===== config.mk =====
export PLATFORM = sky130hd
export DESIGN_NAME = fetch_unit
export DESIGN_NICKNAME = d
export VERILOG_FILES = /design/src/rtl/fetch_pkg.sv /design/src/rtl/fetch_queue.sv /design/src/rtl/fetch_unit.sv
export SDC_FILE = /design/constraint.sdc
export NUM_CORES = 1
export LEC_CHECK = 0
export CORE_UTILIZATION = 37
export CTS_BUF_LIST = sky130_fd_sc_hd__clkbuf_16
export CTS_CLUSTER_SIZE = 25
export DETAILED_ROUTE_END_ITERATION = 12
export PLACE_DENSITY = 0.54
export RECOVER_POWER = 25
export SLEW_MARGIN = 10
export SYNTH_ARGS = -nofsm -noshare
export SYNTH_HDL_FRONTEND = slang
export SYNTH_SLANG_ARGS = --single-unit

===== constraint.sdc =====
create_clock -name clk_i -period 4.6 [get_ports clk_i]
set_input_delay 0.46 -clock clk_i [delete_from_list [all_inputs] [get_ports clk_i]]
set_output_delay 0.46 -clock clk_i [all_outputs]
set_load 0.03 [all_outputs]

===== src/rtl/fetch_pkg.sv =====
// Shared types and defaults for the instruction fetch stage.
package fetch_pkg;

    localparam int unsigned FETCH_ADDR_W   = 32;
    localparam int unsigned FETCH_INSTR_W  = 32;
    localparam int unsigned FETCH_FQ_DEPTH = 4;
    localparam logic [FETCH_ADDR_W-1:0] FETCH_RESET_PC = 32'h8000_0000;

    typedef enum logic [1:0] {
        F_REQ,
        F_WAIT,
        F_DRAIN
    } fetch_state_t;

    // Default-width entry; the top re-declares it when widths are overridden.
    typedef struct packed {
        logic [FETCH_ADDR_W-1:0]  pc;
        logic [FETCH_INSTR_W-1:0] instr;
    } fetch_entry_t;

endpackage


===== src/rtl/fetch_queue.sv =====
// In-order circular queue of fetched {pc, instr} entries with flush.
module fetch_queue
    import fetch_pkg::*;
#(
    parameter int unsigned DEPTH   = FETCH_FQ_DEPTH,
    parameter type         entry_t = fetch_entry_t,
    parameter int unsigned CNT_W   = $clog2(DEPTH + 1)
) (
    input  logic             clk_i,
    input  logic             rst_ni,
    input  logic             push,
    input  entry_t           push_entry,
    input  logic             pop,
    input  logic             flush,
    output logic [CNT_W-1:0] count,
    output entry_t           head
);

    localparam int unsigned PTR_W = $clog2(DEPTH);

    entry_t           mem [DEPTH];
    logic [PTR_W-1:0] wr_ptr_q;
    logic [PTR_W-1:0] rd_ptr_q;
    logic [CNT_W-1:0] count_q;
    logic             full;
    logic             empty;
    logic             push_ok;
    logic             pop_ok;

    assign full    = (count_q == CNT_W'(DEPTH));
    assign empty   = (count_q == '0);
    assign pop_ok  = pop && !empty && !flush;
    assign push_ok = push && (!full || pop_ok) && !flush;

    // NOTE: storage has no reset; validity is tracked by count_q, and leaving
    // the array unreset keeps it mappable onto plain flops/RAM without reset fan-out.
    always_ff @(posedge clk_i) begin
        if (push_ok) begin
            mem[wr_ptr_q] <= push_entry;
        end
    end

    // NOTE: sequential state uses non-blocking assignments so every register
    // samples pre-edge values regardless of statement order.
    always_ff @(posedge clk_i or negedge rst_ni) begin
        if (!rst_ni) begin
            wr_ptr_q <= '0;
            rd_ptr_q <= '0;
            count_q  <= '0;
        end else if (flush) begin
            wr_ptr_q <= '0;
            rd_ptr_q <= '0;
            count_q  <= '0;
        end else begin
            // DEPTH is a power of two, so pointers wrap by natural overflow.
            if (push_ok) begin
                wr_ptr_q <= wr_ptr_q + PTR_W'(1);
            end
            if (pop_ok) begin
                rd_ptr_q <= rd_ptr_q + PTR_W'(1);
            end
            case ({push_ok, pop_ok})
                2'b10:   count_q <= count_q + CNT_W'(1);
                2'b01:   count_q <= count_q - CNT_W'(1);
                default: count_q <= count_q;
            endcase
        end
    end

    assign count = count_q;
    assign head  = mem[rd_ptr_q];

endmodule


===== src/rtl/fetch_unit.sv =====
// Fetch stage: owns the PC, issues one I$ request at a time, queues
// returned instructions for decode and discards stale work on redirect.
module fetch_unit
    import fetch_pkg::*;
#(
    parameter int unsigned           ADDR_WIDTH  = FETCH_ADDR_W,
    parameter int unsigned           INSTR_WIDTH = FETCH_INSTR_W,
    parameter int unsigned           FQ_DEPTH    = FETCH_FQ_DEPTH,
    parameter logic [ADDR_WIDTH-1:0] RESET_PC    = FETCH_RESET_PC
) (
    input  logic                   clk_i,
    input  logic                   rst_ni,
    input  logic                   redirect_valid_i,
    input  logic [ADDR_WIDTH-1:0]  redirect_pc_i,
    output logic                   icache_req_valid_o,
    output logic [ADDR_WIDTH-1:0]  icache_addr_o,
    input  logic                   icache_req_ready_i,
    input  logic                   icache_resp_valid_i,
    input  logic [INSTR_WIDTH-1:0] icache_resp_instr_i,
    output logic                   icache_resp_ready_o,
    output logic                   fetch_valid_o,
    output logic [INSTR_WIDTH-1:0] fetch_instr_o,
    output logic [ADDR_WIDTH-1:0]  fetch_pc_o,
    input  logic                   decode_ready_i
);

    localparam int unsigned CNT_W = $clog2(FQ_DEPTH + 1);

    typedef struct packed {
        logic [ADDR_WIDTH-1:0]  pc;
        logic [INSTR_WIDTH-1:0] instr;
    } entry_t;

    fetch_state_t          state_q, state_d;
    logic [ADDR_WIDTH-1:0] pc_q, pc_d;
    logic [ADDR_WIDTH-1:0] req_pc_q, req_pc_d;

    logic                  req_hs;
    logic                  resp_hs;
    logic                  fq_push;
    logic                  fq_pop;
    logic [CNT_W-1:0]      fq_count;
    entry_t                fq_push_entry;
    entry_t                fq_head;

    // Request valid is gated by reset so it reads 0 while rst_ni is low;
    // a free queue slot is reserved when the request is issued.
    assign icache_req_valid_o  = rst_ni && (state_q == F_REQ) && (fq_count < CNT_W'(FQ_DEPTH));
    assign icache_addr_o       = pc_q;
    assign icache_resp_ready_o = (state_q == F_WAIT) || (state_q == F_DRAIN);

    assign req_hs  = icache_req_valid_o && icache_req_ready_i;
    assign resp_hs = icache_resp_valid_i && icache_resp_ready_o;

    // NOTE: every always_comb output gets a default first, so no path can
    // leave a signal unassigned and infer a latch.
    always_comb begin
        state_d  = state_q;
        pc_d     = pc_q;
        req_pc_d = req_pc_q;
        fq_push  = 1'b0;

        case (state_q)
            F_REQ: begin
                if (req_hs) begin
                    req_pc_d = pc_q;
                    pc_d     = pc_q + ADDR_WIDTH'(4);
                    state_d  = redirect_valid_i ? F_DRAIN : F_WAIT;
                end
            end
            F_WAIT: begin
                if (redirect_valid_i) begin
                    state_d = resp_hs ? F_REQ : F_DRAIN;
                end else if (resp_hs) begin
                    fq_push = 1'b1;
                    state_d = F_REQ;
                end
            end
            F_DRAIN: begin
                if (resp_hs) begin
                    state_d = F_REQ;
                end
            end
            default: state_d = F_REQ;
        endcase

        if (redirect_valid_i) begin
            pc_d = redirect_pc_i & ~ADDR_WIDTH'(3);
        end
    end

    always_ff @(posedge clk_i or negedge rst_ni) begin
        if (!rst_ni) begin
            state_q  <= F_REQ;
            pc_q     <= RESET_PC;
            req_pc_q <= '0;
        end else begin
            state_q  <= state_d;
            pc_q     <= pc_d;
            req_pc_q <= req_pc_d;
        end
    end

    assign fq_push_entry = '{pc: req_pc_q, instr: icache_resp_instr_i};
    assign fq_pop        = decode_ready_i && fetch_valid_o;

    fetch_queue #(
        .DEPTH   (FQ_DEPTH),
        .entry_t (entry_t),
        .CNT_W   (CNT_W)
    ) u_fetch_queue (
        .clk_i      (clk_i),
        .rst_ni     (rst_ni),
        .push       (fq_push),
        .push_entry (fq_push_entry),
        .pop        (fq_pop),
        .flush      (redirect_valid_i),
        .count      (fq_count),
        .head       (fq_head)
    );

    // Head fields are forced to zero when empty so stale storage never shows.
    assign fetch_valid_o = (fq_count != '0);
    assign fetch_instr_o = fetch_valid_o ? fq_head.instr : '0;
    assign fetch_pc_o    = fetch_valid_o ? fq_head.pc : '0;

endmodule


==> impl_metrics.yaml, run 1 <==
# physical design summary
synthesis:
  yosys_cells: 808
  simple_gate_area_share_pct: 11.0
  synth_top_cell_by_area: "edfxtp_1"
  top_cells_by_count: "248 x edfxtp_1, 117 x nand2_1, 70 x and2_1"
  synthArstFlopShare_pct: 21.8
  avgSynthCellArea_sq_um: 16.0
  synth_seq_share_pct: 70.8
  synthTopLogicFamily: "multiplexers"
  yosysTopAreaCellShare_pct: 57.5
  mux_share_pct: 11.1
  synth_warnings: 0
  synth_flops: 317
  ys_sh_adder_pct: 1.02
finish:
  comb-cell-share_pct: 21.8
  flop_area_sq_um: 9180
  logic_area_sq_um: 3550
  largest_reg_flops: 248
  layout-drive-gt1-share_pct: 13.8
  ff_count: 317
  clk_share_pct: 7.25
  final_common_cell: "edfxtp_1"
  seq_share_pct: 56.4
  fin_cells: 1459
  comb_cells: 434
timing:
  whs_ns: 0.165
  post-route-period-util_pct: 79.1
  timing.setup.tns_ns: 0
  max_freq_mhz: 275
  finalClockSkew_ns: 0.0188
  max_slew_margin_pct: 32.5
  final-max-slew-violation-count: 0
  period_needed_ns: 3.64
  rsz0062_at_grt: "false"
  hold_violations: 0
  setup_viol: 0
placed_design:
  placed_cells: 1390
  dp_hpwl_microns: 17600
  place_congestion: 0.765
  preCtsSetupSlack_ns: 1.19
  placed_area_sq_um: 15100
outcome:
  status: "complete, no violations"
route:
  wl_microns: 29200
  post_drt_via_cell_ratio: 5.12
  met3_length_microns: 1650
  wl_met2_microns: 13900
  vias: 7477
  drtIter0Drc: 436
  m1WireLength_microns: 13100
  drc: 0
worst_setup_path:
  crit_chain: "or3_2, buf_4, and2_1, clkdlybuf4s50_1"
  endpoint: "fetch_pc_o[3]"
  crit_type: "reg -> out"
  cp_max_fo: 44
  cp-start-kind: "flip-flop"
  cp.arrival_ns: 3.18
  endpoint_kind: "primary output"
  r2r_slack_ns: 1.63
  rr_endpoint: "u_fetch_queue.mem[0][18]"
  critical_path.top_delay_family: "buffers and inverters"
  reg2reg_depth: 6
  max_stage_delay_ns: 0.78
  cp.buffers_inverters: 2
  critical_path_depth: 4
cts:
  clk_latency_ns: 0.52
  htreeDepth: 2
  post_cts_resize_count: 0
  numClockSinks: 317
  cts_tree: "done"
  cts_buffer_depth: 3
  ctsHoldBuffers: 0
  clkSlewWorstSetupHoldPaths_ns: 0.06
floorplanning:
  core_area_sq_um: 34500
  io_pins: 169
  initCoreUtil_pct: 37.5
  dieArea_sq_um: 35800
global_routing:
  grt_max_degree: 71
  grt_overflow_total: 0
  track_usage_pct: 16.9
  antenna_found_initial: 1
  grt_pass1_wl_microns: 46000
  top_usage_layer: "met2"
  grt_use_met3_pct: 3.39
  grtUsageMet1_pct: 23.4
  grt_use_met2_pct: 27.3
power:
  power_report.internal_total_mw: 5.40
  peakVddDrop_v: 0.000252
  combPwrFrac_pct: 10.2
  power.leakage_nw: 5.58
min_path:
  hold_class: "in -> async"
run:
  warning_count: 34
run 1: power by group through the flow:
| stage | sequential [mW] | clock, mW | combinational [mW] |
|---|---|---|---|
| 3_3_place_gp | 3.70 | 0 | 0.743 |
| 6_report | 3.65 | 2.79 | 0.735 |
| 2_1_floorplan | 3.67 | 0 | 0.409 |
| 3_5_place_dp | 3.71 | 0 | 0.747 |
| 5_1_grt | 3.69 | 2.98 | 0.821 |
| 4_1_cts | 3.65 | 2.86 | 0.751 |
run 1: worst register-to-register path, delay by kind of cell (launching register included):
kind	cells	cell delay (ns)
compound gates	1	0.55
fa+ha+maj	1	0.36
buf+inv	2	0.40
flops	1	0.43
simple gates	2	0.91
run_1/placed.png
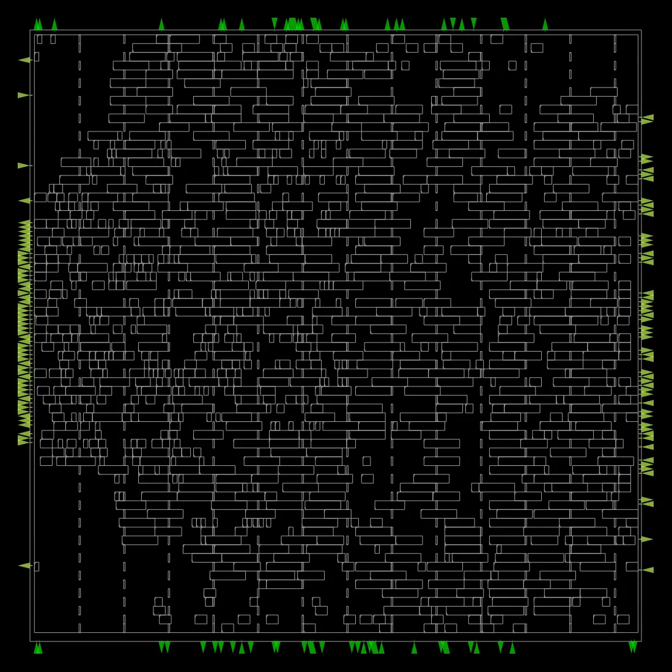
Layout Utilization: 47.2%
Tapcell Cnt: 455
Cell Rows: 68
Fill cells: 3032

run_1/sizing.png
Drawn at 2 px/micron.
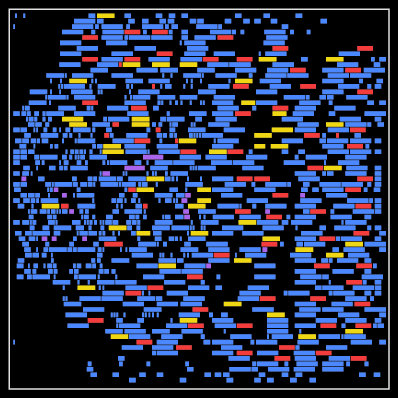
- x6 and larger: yellow (cells 47; share 4.7%)
- x1 and smaller: blue (cells 865; share 86%)
- x3 and x4: purple (cells 18; share 1.8%)
- x2: red (cells 73; share 7.3%)
Layout Area Growth over Synthesis: 25.7%
worst setup margin: 0.962 ns
design area: 16300 sq um
Plain + repair buffers: 175

run_1/pinout.png
Drawn at 2 px/micron. Pins as bars across the die edge, other pins in grey.
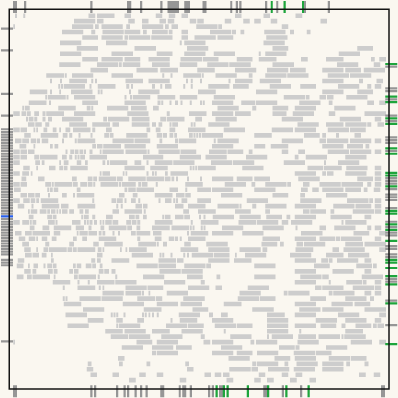
- `icache_resp_instr_i`: green (pins 32; direction input; edge 22 east, 7 south, 3 north)
- `icache_req_valid_o`: blue (pins 1; direction output; edge west)
port bufs: 162
Die Wd: 189 microns
Die Span Y: 189 microns

run_1/port_trees.png
Drawn at 1.5 px/micron.
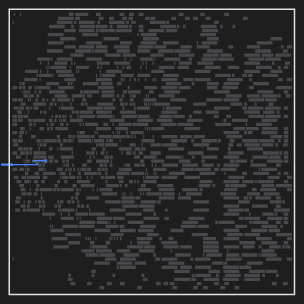

==> inputs of run 2 (changes only) <==
PLACE_DENSITY = 0.56   (was 0.54)
clock period = 3.3 ns   (was 4.6 ns; I/O delays follow)
run_2/port_trees.png
Drawn at 1.5 px/micron.
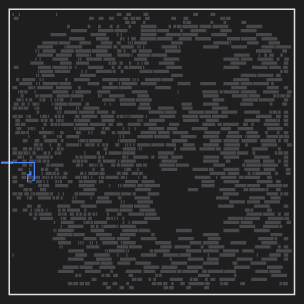
- `icache_req_valid_o`: blue (direction output; end cells 1; buffers 1; wire 35.6 microns)
Top-Level Pins: 169

run_2/gates.png
Drawn at 2 px/micron.
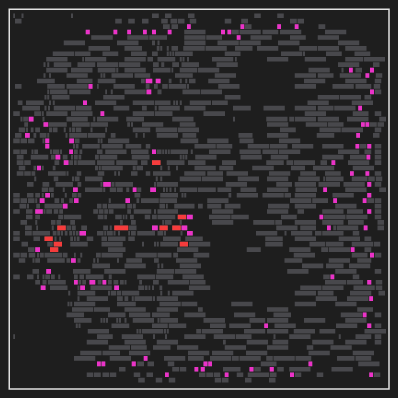
- fa/ha/maj cells: red (cells 10; most used ha_1)
- and/or cells: magenta (cells 100; most used and2_1; where spread over the die)
most frequent logic cell in the layout: edfxtp_1
post-route insts no fill: 1474

==> run 2 against run 1 <==
Compared with the run above:
- synthesized cell count unchanged
- highest routed layer unchanged
- register-to-register slack worse by 0.96 ns
- cell count up 1.0%
- critical path type unchanged
- global-route usage down 0.38 points
==> impl_metrics.yaml, run 2 <==
# physical design summary
timing:
  max_slew_margin_pct: 35.0
  max_freq_mhz: 318
  whs_ns: 0.112
  setup_viol: 0
  finalClockSkew_ns: 0.00876
  rsz0062_at_grt: "false"
  fin_ws_ns: 0.155
  timing.setup.tns_ns: 0
  period_needed_ns: 3.15
  hold_violations: 0
  post-route-period-util_pct: 95.3
cts:
  post_cts_resize_count: 0
  clk_latency_ns: 0.50
  numClockSinks: 317
  clkSlewWorstSetupHoldPaths_ns: 0.06
  htreeDepth: 2
  ctsHoldBuffers: 0
  cts_tree: "done"
floorplanning:
  dieArea_sq_um: 35800
  die_w_microns: 189
  initCoreUtil_pct: 37.5
  die_h_microns: 189
outcome:
  status: "complete, no violations"
placed_design:
  placed_cells: 1411
  placed_area_sq_um: 15400
  place_congestion: 0.769
  place.port_buffers: 162
synthesis:
  simple_gate_area_share_pct: 11.0
  synth_seq_share_pct: 70.8
  yosys_cells: 808
  top_cells_by_count: "248 x edfxtp_1, 117 x nand2_1, 70 x and2_1"
  mux_share_pct: 11.1
  ys_sh_adder_pct: 1.02
  synthTopLogicFamily: "multiplexers"
  synthArstFlopShare_pct: 21.8
  synth_warnings: 0
  synth_top_cell_by_area: "edfxtp_1"
  synth_flops: 317
  avgSynthCellArea_sq_um: 16.0
route:
  drc: 0
  highest_layer: "met4"
  m1WireLength_microns: 13200
  wl_microns: 29000
  post_drt_via_cell_ratio: 5.07
  vias: 7467
  met3_length_microns: 1770
  drtIter0Drc: 443
global_routing:
  first_global_vias: 7571
  grt_use_met3_pct: 3.65
  grtUsageMet1_pct: 23.2
  grt_overflow_total: 0
  track_usage_pct: 16.5
  grt_max_degree: 71
run:
  warning_count: 34
min_path:
  hold_class: "in -> async"
power:
  combPwrFrac_pct: 10.8
  power_report.internal_total_mw: 7.46
  pg_clk_mw: 3.71
  peakVddDrop_v: 0.000444
  seq_power_mw: 5.08
  power_leader: "registers"
worst_setup_path:
  max_stage_delay_ns: 0.78
  endpoint: "fetch_pc_o[18]"
  r2r_slack_ns: 0.67
  critical_path.top_delay_family: "simple AND/OR/NAND/NOR gates"
  crit_chain: "or3_2, buf_4, and2_1, clkdlybuf4s50_1"
  reg2reg_depth: 7
  endpoint_kind: "primary output"
  rr_endpoint: "u_fetch_queue.count[2]"
  cp_max_fo: 25
  cp.arrival_ns: 2.82
  crit_type: "reg -> out"
finish:
  final_core_util_pct: 47.7
  area_delta_synth_final_pct: 27.0
  fillCellCount: 2993
run_2/pinout.png
Drawn at 2 px/micron. Pins as bars across the die edge, other pins in grey.
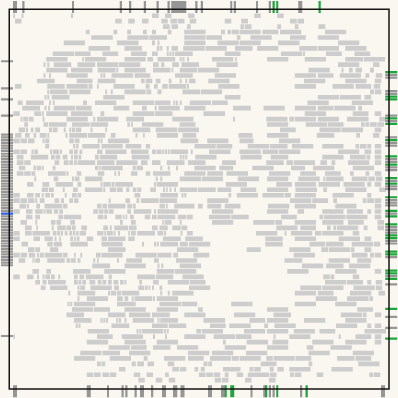
- `icache_req_valid_o`: blue (pins 1; direction output; edge west)
- `icache_resp_instr_i`: green (pins 32; direction input; edge 23 east, 6 south, 3 north)
- all pins by edge: 54 west, 53 east, 34 south, 28 north

-- run 2: cell counts after synthesis --
No cell type changed its count.
-- run 2: area by class of cell --
class | instances | area (sq um) | share of cell area (%)
diodes | 1 | 2.50 | 0.0152
clock buffers | 37 | 926 | 5.62
clock inverters | 25 | 181 | 1.10
inverters | 9 | 33.8 | 0.205
multi-input cells | 434 | 3550 | 21.6
flip-flops and latches | 317 | 9180 | 55.8
well taps | 455 | 569 | 3.46
repair buffers | 196 | 2010 | 12.2
-- run 2: kinds of logic (layout without fill, tap and decap cells) --
group,after synthesis,after routing
AOI/OAI and AO/OA,62,62
xor gates and xnor gates,14,14
adders and majority gates,10,10
buffers and inverters,60,267
DFF,317,317
muxes,66,66
other,1,5
and+or+nand+nor,278,278
Power and IR drop assume default switching activity.
